$ cat src/rtl/popcount_seq.sv
// popcount_seq: counts set bits of a WIDTH-bit word by feeding one shared
// 8-bit popcount unit a byte per cycle, least significant byte first.
// Ports: CLK, RESET (sync, active-high), I_VALID/I_READY/I (word in),
//        O_VALID/O_READY/O (count out), BUSY (RUN or DONE).
// Optional: define POPCOUNT_SEQ_THRESH_EN to add THRESH in / GE out.

module popcount8 (
   input  logic [7:0] d_i,
   output logic [3:0] cnt_o
);
   always_comb begin
      cnt_o = '0;
      for (int i = 0; i < 8; i++) begin
         cnt_o = cnt_o + {3'b000, d_i[i]};
      end
   end
endmodule

module popcount_seq #(
   parameter  int WIDTH  = 32,
   localparam int NCHUNK = WIDTH / 8,
   localparam int OW     = $clog2(WIDTH + 1)
) (
   input  logic             CLK,
   input  logic             RESET,
   input  logic             I_VALID,
   output logic             I_READY,
   input  logic [WIDTH-1:0] I,
   output logic             O_VALID,
   input  logic             O_READY,
   output logic [OW-1:0]    O,
`ifdef POPCOUNT_SEQ_THRESH_EN
   input  logic [OW-1:0]    THRESH,
   output logic             GE,
`endif
   output logic             BUSY
);

   localparam int CW = (NCHUNK > 1) ? $clog2(NCHUNK) : 1;
   localparam logic [CW-1:0] LAST = CW'(NCHUNK - 1);

   typedef enum logic [1:0] {
      IDLE = 2'd0,
      RUN  = 2'd1,
      DONE = 2'd2
   } state_t;

   state_t           state_q, state_d;
   logic [WIDTH-1:0] sr_q, sr_d;
   logic [OW-1:0]    acc_q, acc_d;
   logic [CW-1:0]    cnt_q, cnt_d;
   logic [OW-1:0]    o_q, o_d;
   logic [3:0]       pc8;
   logic [OW-1:0]    sum;
`ifdef POPCOUNT_SEQ_THRESH_EN
   logic [OW-1:0]    thr_q, thr_d;
   logic             ge_q, ge_d;
`endif

   // The single shared byte counter always looks at the low byte.
   popcount8 u_pc (
      .d_i   (sr_q[7:0]),
      .cnt_o (pc8)
   );

   assign sum = acc_q + OW'(pc8);

   always_comb begin
      state_d = state_q;
      sr_d    = sr_q;
      acc_d   = acc_q;
      cnt_d   = cnt_q;
      o_d     = o_q;
`ifdef POPCOUNT_SEQ_THRESH_EN
      thr_d   = thr_q;
      ge_d    = ge_q;
`endif
      unique case (state_q)
         IDLE: begin
            if (I_VALID) begin
               sr_d    = I;
               acc_d   = '0;
               cnt_d   = '0;
`ifdef POPCOUNT_SEQ_THRESH_EN
               thr_d   = THRESH;
`endif
               state_d = RUN;
            end
         end
         RUN: begin
            acc_d = sum;
            sr_d  = sr_q >> 8;
            cnt_d = cnt_q + CW'(1);
            if (cnt_q == LAST) begin
               // Final byte: publish the total in the same edge.
               o_d     = sum;
`ifdef POPCOUNT_SEQ_THRESH_EN
               ge_d    = (sum >= thr_q);
`endif
               state_d = DONE;
            end
         end
         DONE: begin
            if (O_READY) begin
               state_d = IDLE;
            end
         end
         default: state_d = IDLE;
      endcase
   end

   always_ff @(posedge CLK) begin
      if (RESET) begin
         state_q <= IDLE;
         sr_q    <= '0;
         acc_q   <= '0;
         cnt_q   <= '0;
         o_q     <= '0;
`ifdef POPCOUNT_SEQ_THRESH_EN
         thr_q   <= '0;
         ge_q    <= 1'b0;
`endif
      end else begin
         state_q <= state_d;
         sr_q    <= sr_d;
         acc_q   <= acc_d;
         cnt_q   <= cnt_d;
         o_q     <= o_d;
`ifdef POPCOUNT_SEQ_THRESH_EN
         thr_q   <= thr_d;
         ge_q    <= ge_d;
`endif
      end
   end

   // Outputs are forced quiet while RESET is held.
   assign I_READY = (state_q == IDLE) && !RESET;
   assign O_VALID = (state_q == DONE) && !RESET;
   assign BUSY    = (state_q != IDLE) && !RESET;
   assign O       = RESET ? '0 : o_q;
`ifdef POPCOUNT_SEQ_THRESH_EN
   assign GE      = ge_q && !RESET;
`endif

endmodule

$ cat config.mk
export PLATFORM = sky130hd
export DESIGN_NAME = popcount_seq
export DESIGN_NICKNAME = d
export VERILOG_FILES = /design/src/rtl/popcount_seq.sv
export SDC_FILE = /design/constraint.sdc
export NUM_CORES = 1
export LEC_CHECK = 0
export CELL_PAD_IN_SITES_DETAIL_PLACEMENT = 1
export CELL_PAD_IN_SITES_GLOBAL_PLACEMENT = 2
export CORE_ASPECT_RATIO = 0.75
export CORE_MARGIN = 5
export CORE_UTILIZATION = 31
export DETAILED_ROUTE_END_ITERATION = 10
export PLACE_DENSITY = 0.78
export SETUP_SLACK_MARGIN = 0.02
export SLEW_MARGIN = 20
export SYNTH_ARGS = -nofsm -noshare
export SYNTH_HDL_FRONTEND = slang
export SYNTH_SLANG_ARGS = --single-unit
$ cat constraint.sdc
create_clock -name CLK -period 7.9 [get_ports CLK]
set_input_delay 1.58 -clock CLK [delete_from_list [all_inputs] [get_ports CLK]]
set_output_delay 1.58 -clock CLK [all_outputs]
set_load 0.02 [all_outputs]
run_1/met3.png
Drawn at 4 px/µm.
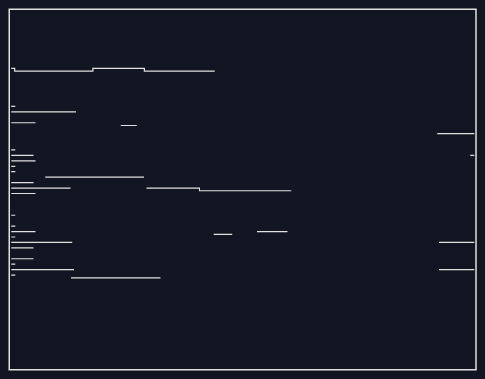
longest straight run = 24.4 µm
share of all routed wire = 4.2%
wire length on this layer = 289 µm
main direction = horizontal
nets with wire on the layer = 30
final wirelength: 6950 µm
GR Util met3: 0.0376
vias: 2320

run_1/final_clocks.png
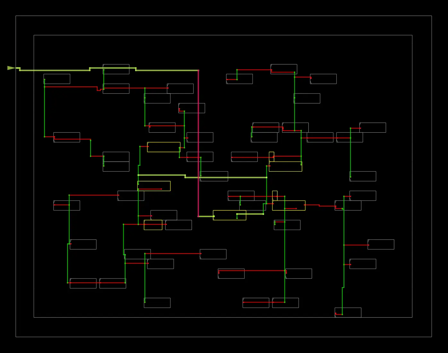
Clock Power: 0.215 mW
Flops: 48

==> flow_metrics.py, run 1 <==
# Auto-generated metrics
metrics = {
    "sta": {
        "hold_slack_ps": 461,
        "rsz0062_at_grt": "no",
        "fmax_ghz": 0.214,
    },
    "global_route": {
        "grt.overflow.total": 0,
        "antenna_found_initial": 0,
    },
    "layout": {
        "clkbuf_count": 8,
    },
    "floorplanning": {
        "die_h_um": 89.7,
    },
    "power_and_ir_drop": {
        "finalPower_mw": 0.633,
    },
    "route": {
        "first_pass_iters": 4,
    },
    "critical_path": {
        "cp.required_ps": 6320,
        "cp_max_fo": 49,
    },
    "outcome": {
        "status": "finished clean",
    },
    "synth": {
        "synthAoiAreaFrac": 0.171,
        "synth-edff-count": 0,
        "top_cell_area_share": 0.366,
        "yosys_warnings": 0,
        "yosys_area_mm2": 0.00263,
        "synthCells": 339,
        "avgSynthCellArea_um2": 7.75,
    },
    "clock_tree": {
        "cts_sinks": 48,
        "numCtsBuffers": 5,
        "h-tree-depth": 2,
    },
    "placed_design": {
        "dp_cells": 470,
    },
}
run_1/metal_stack.png
Drawn at 2 px/µm.
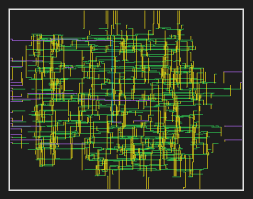
yellow -> met2  # wire length 2910 µm
cyan -> met4  # wire length 40.8 µm
purple -> met3  # wire length 289 µm
green -> met1  # wire length 3710 µm
Global Route Usage Sum: 0.138
WL/cell: 14.5 µm

run_1/clock_map.png
Drawn at 4 px/µm.
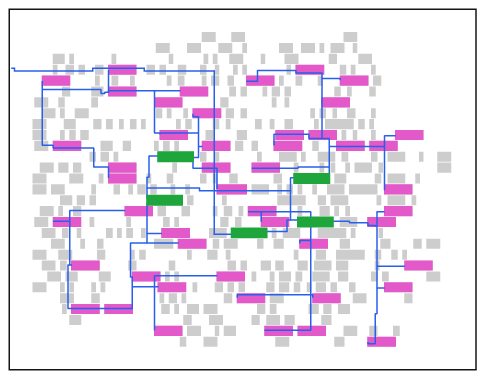
blue -> clock wires  # length 715 µm
green -> cells driving clock nets  # count 5
magenta -> flip-flops  # count 48
routed clock nets = 6
Final Skew: 4.34 ps
clk_lat worst skew: 280 ps
Clock power frac: 0.339

==> run 1: report_power, final <==
part | switching (mW) | internal (mW) | total (mW)
combinational | 0.0790 | 0.0685 | 0.147
clock | 0.0882 | 0.126 | 0.215
sequential | 0.0114 | 0.260 | 0.271
total | 0.179 | 0.454 | 0.633
==> run 1: sequential cells by signal (all words and copies together) (netlist names) <==
| register | flops |
|---|---|
| o_q | 6 |
| cnt_q | 2 |
| sr_q | 32 |
| state_q | 2 |
| acc_q | 6 |
==> run 1: metal layers <==
metal | routed length (µm) | share of wire
met4 | 40 | 0.0058
met3 | 288 | 0.041
met5 | 0 | 0
met2 | 2910 | 0.42
met1 | 3710 | 0.53
==> run 1: placed cells by master, fill, tap and decap left out, types with 3 or more instances in the layout <==
| cell | instances |
|---|---|
| a211oi_2 | 6 |
| a21oi_1 | 37 |
| a221o_1 | 3 |
| a22oi_1 | 4 |
| a2bb2oi_1 | 5 |
| a32oi_1 | 3 |
| buf_4 | 4 |
| clkbuf_16 | 5 |
| clkdlybuf4s50_1 | 43 |
| dfxtp_1 | 47 |
| fa_1 | 5 |
| ha_1 | 8 |
| inv_1 | 15 |
| nand2_1 | 5 |
| nand3_1 | 3 |
| nor2_1 | 85 |
| nor2b_1 | 37 |
| nor3_1 | 23 |
==> run 1: worst max-delay path, cell delays in order <==
cell             delay [ps]
buf_2                   260
buf_4                   520
nor2b_1                 130
clkdlybuf4s50_1         570
==> run 1: final timing paths <==
| path | end | slack, ps | start | depth (start not counted) |
|---|---|---|---|---|
| setup / recovery | O[5] | 3240 | RESET | 4 |
| hold / removal | o_q[1] | 460 | o_q[1] | 2 |
| setup reg to reg | o_q[4] | 3960 | sr_q[0] | 12 |
| hold reg to reg | o_q[1] | 460 | o_q[1] | 2 |
--- run 2 (diff from run 1) ---
Settings changed: CORE_UTILIZATION 31 to 30, PLACE_DENSITY 0.78 to 0.75.
Clock period 7.9 ns to 4.68 ns, I/O delays scaled along.
run_2/met3.png
Drawn at 4 px/µm.
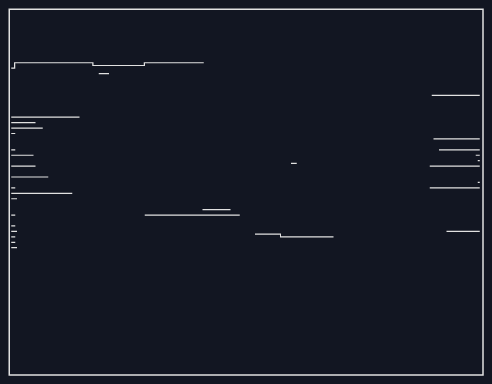
main direction = horizontal
longest straight run = 23.5 µm
share of all routed wire = 3.5%
wire length on this layer = 244 µm
final wirelength: 6890 µm
vias: 2345

==> flow_metrics.py, run 2 <==
# Auto-generated metrics
metrics = {
    "outcome": {
        "status": "finished clean",
    },
    "critical_path": {
        "crit_start": "sr_q[0]",
        "cp_max_fo": 3,
        "reg2reg_from": "sr_q[0]",
    },
    "layout": {
        "reg_top3": "sr_q x32, acc_q x6, o_q x6",
        "lay_top_count": "nor2_1",
        "lay_top_cells": "nor2_1, dfxtp_1, clkdlybuf4s50_1",
    },
    "synth": {
        "avgSynthCellArea_um2": 7.75,
        "synth-edff-count": 0,
        "yosys_warnings": 0,
        "yosys_area_mm2": 0.00263,
        "synthCells": 339,
        "top_cell_area_share": 0.366,
    },
    "global_route": {
        "globalRouteTotalUtil": 0.132,
        "antenna_found_initial": 0,
        "grt.overflow.total": 0,
    },
    "route": {
        "first_pass_iters": 4,
        "wl_met2_um": 2800,
        "dr_wl_met3_um": 243,
    },
    "clock_tree": {
        "h-tree-depth": 2,
        "cts_sinks": 48,
        "numCtsBuffers": 5,
    },
    "sta": {
        "fmax_ghz": 0.259,
        "hold_slack_ps": 457,
    },
    "floorplanning": {
        "die_h_um": 91.1,
    },
    "power_and_ir_drop": {
        "finalPower_mw": 1.14,
    },
}
run_2/clock_map.png
Drawn at 4 px/µm.
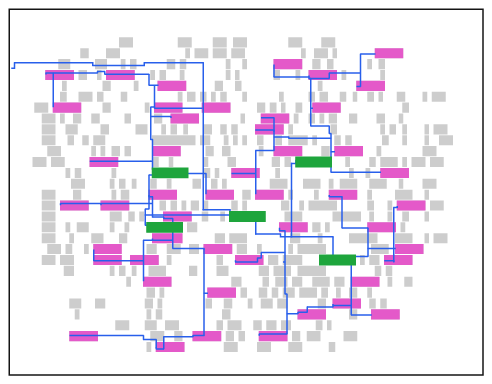
blue -> clock wires  # length 728 µm
magenta -> flip-flops  # count 48
green -> cells driving clock nets  # count 5
routed clock nets = 6
clk_lat worst skew: 290 ps
Final Skew: 4.94 ps

-- run 2: through the flow --
step,setup slack (ps),instances
6_report,820,479
5_1_grt,667,479
4_1_cts,824,479
3_5_place_dp,854,471
3_3_place_gp,894,471
2_1_floorplan,1020,339
-- run 2: path summary, 6_finish.rpt --
kind	to	cells after the start	slack, ps
worst max register to register	o_q[4]	12	820
worst min-delay path	o_q[0]	2	460
worst max-delay path	o_q[4]	12	820
worst min register to register	o_q[0]	2	460
-- run 2: where the power goes --
part / internal, mW / total (mW) / switching, mW
logic: 0.115 / 0.251 / 0.136
registers: 0.438 / 0.454 / 0.0155
clock network: 0.282 / 0.438 / 0.156
-- run 2: metal layers --
metal / GRT usage / vias to the layer above
li1: - / 1200
met1: 0.198 / 1107
met2: 0.188 / 34
met3: 0.0335 / 4
met4: 0.0315 / 0
met5: 0 / -
-- run 2: final cells by class --
| cell class | count | area, µm² | area share |
|---|---|---|---|
| clock buffers | 7 | 153 | 0.0463 |
| clock inverters | 1 | 30.0 | 0.00911 |
| inverters | 15 | 56.3 | 0.0171 |
| multi-input cells | 251 | 1490 | 0.451 |
| flip-flops and latches | 48 | 962 | 0.292 |
| well taps | 108 | 135 | 0.0410 |
| repair buffers | 49 | 473 | 0.143 |
-- run 2: worst max-delay path: stages, from the launching register on --
cell     delay [ps]
dfxtp_1         310
ha_1            270
inv_1            40
fa_1            490
fa_1            430
fa_1            420
fa_1            490
inv_1            70
fa_1            430
a21o_1          210
a21oi_1         230
nor4_1           70
a221o_1         270
-- run 2: cells by family after synthesis --
logic type                 after synthesis  synth area share
and+or+nand+nor                        169             0.309
AOI/OAI and AO/OA                       66             0.171
DFF                                     48             0.366
buffers and inverters                   40            0.0681
adders and majority gates               13            0.0762
xor gates and xnor gates                 2           0.00667
muxes                                    1           0.00381
Power figures rest on the tool's default switching activity, not on a simulated workload.
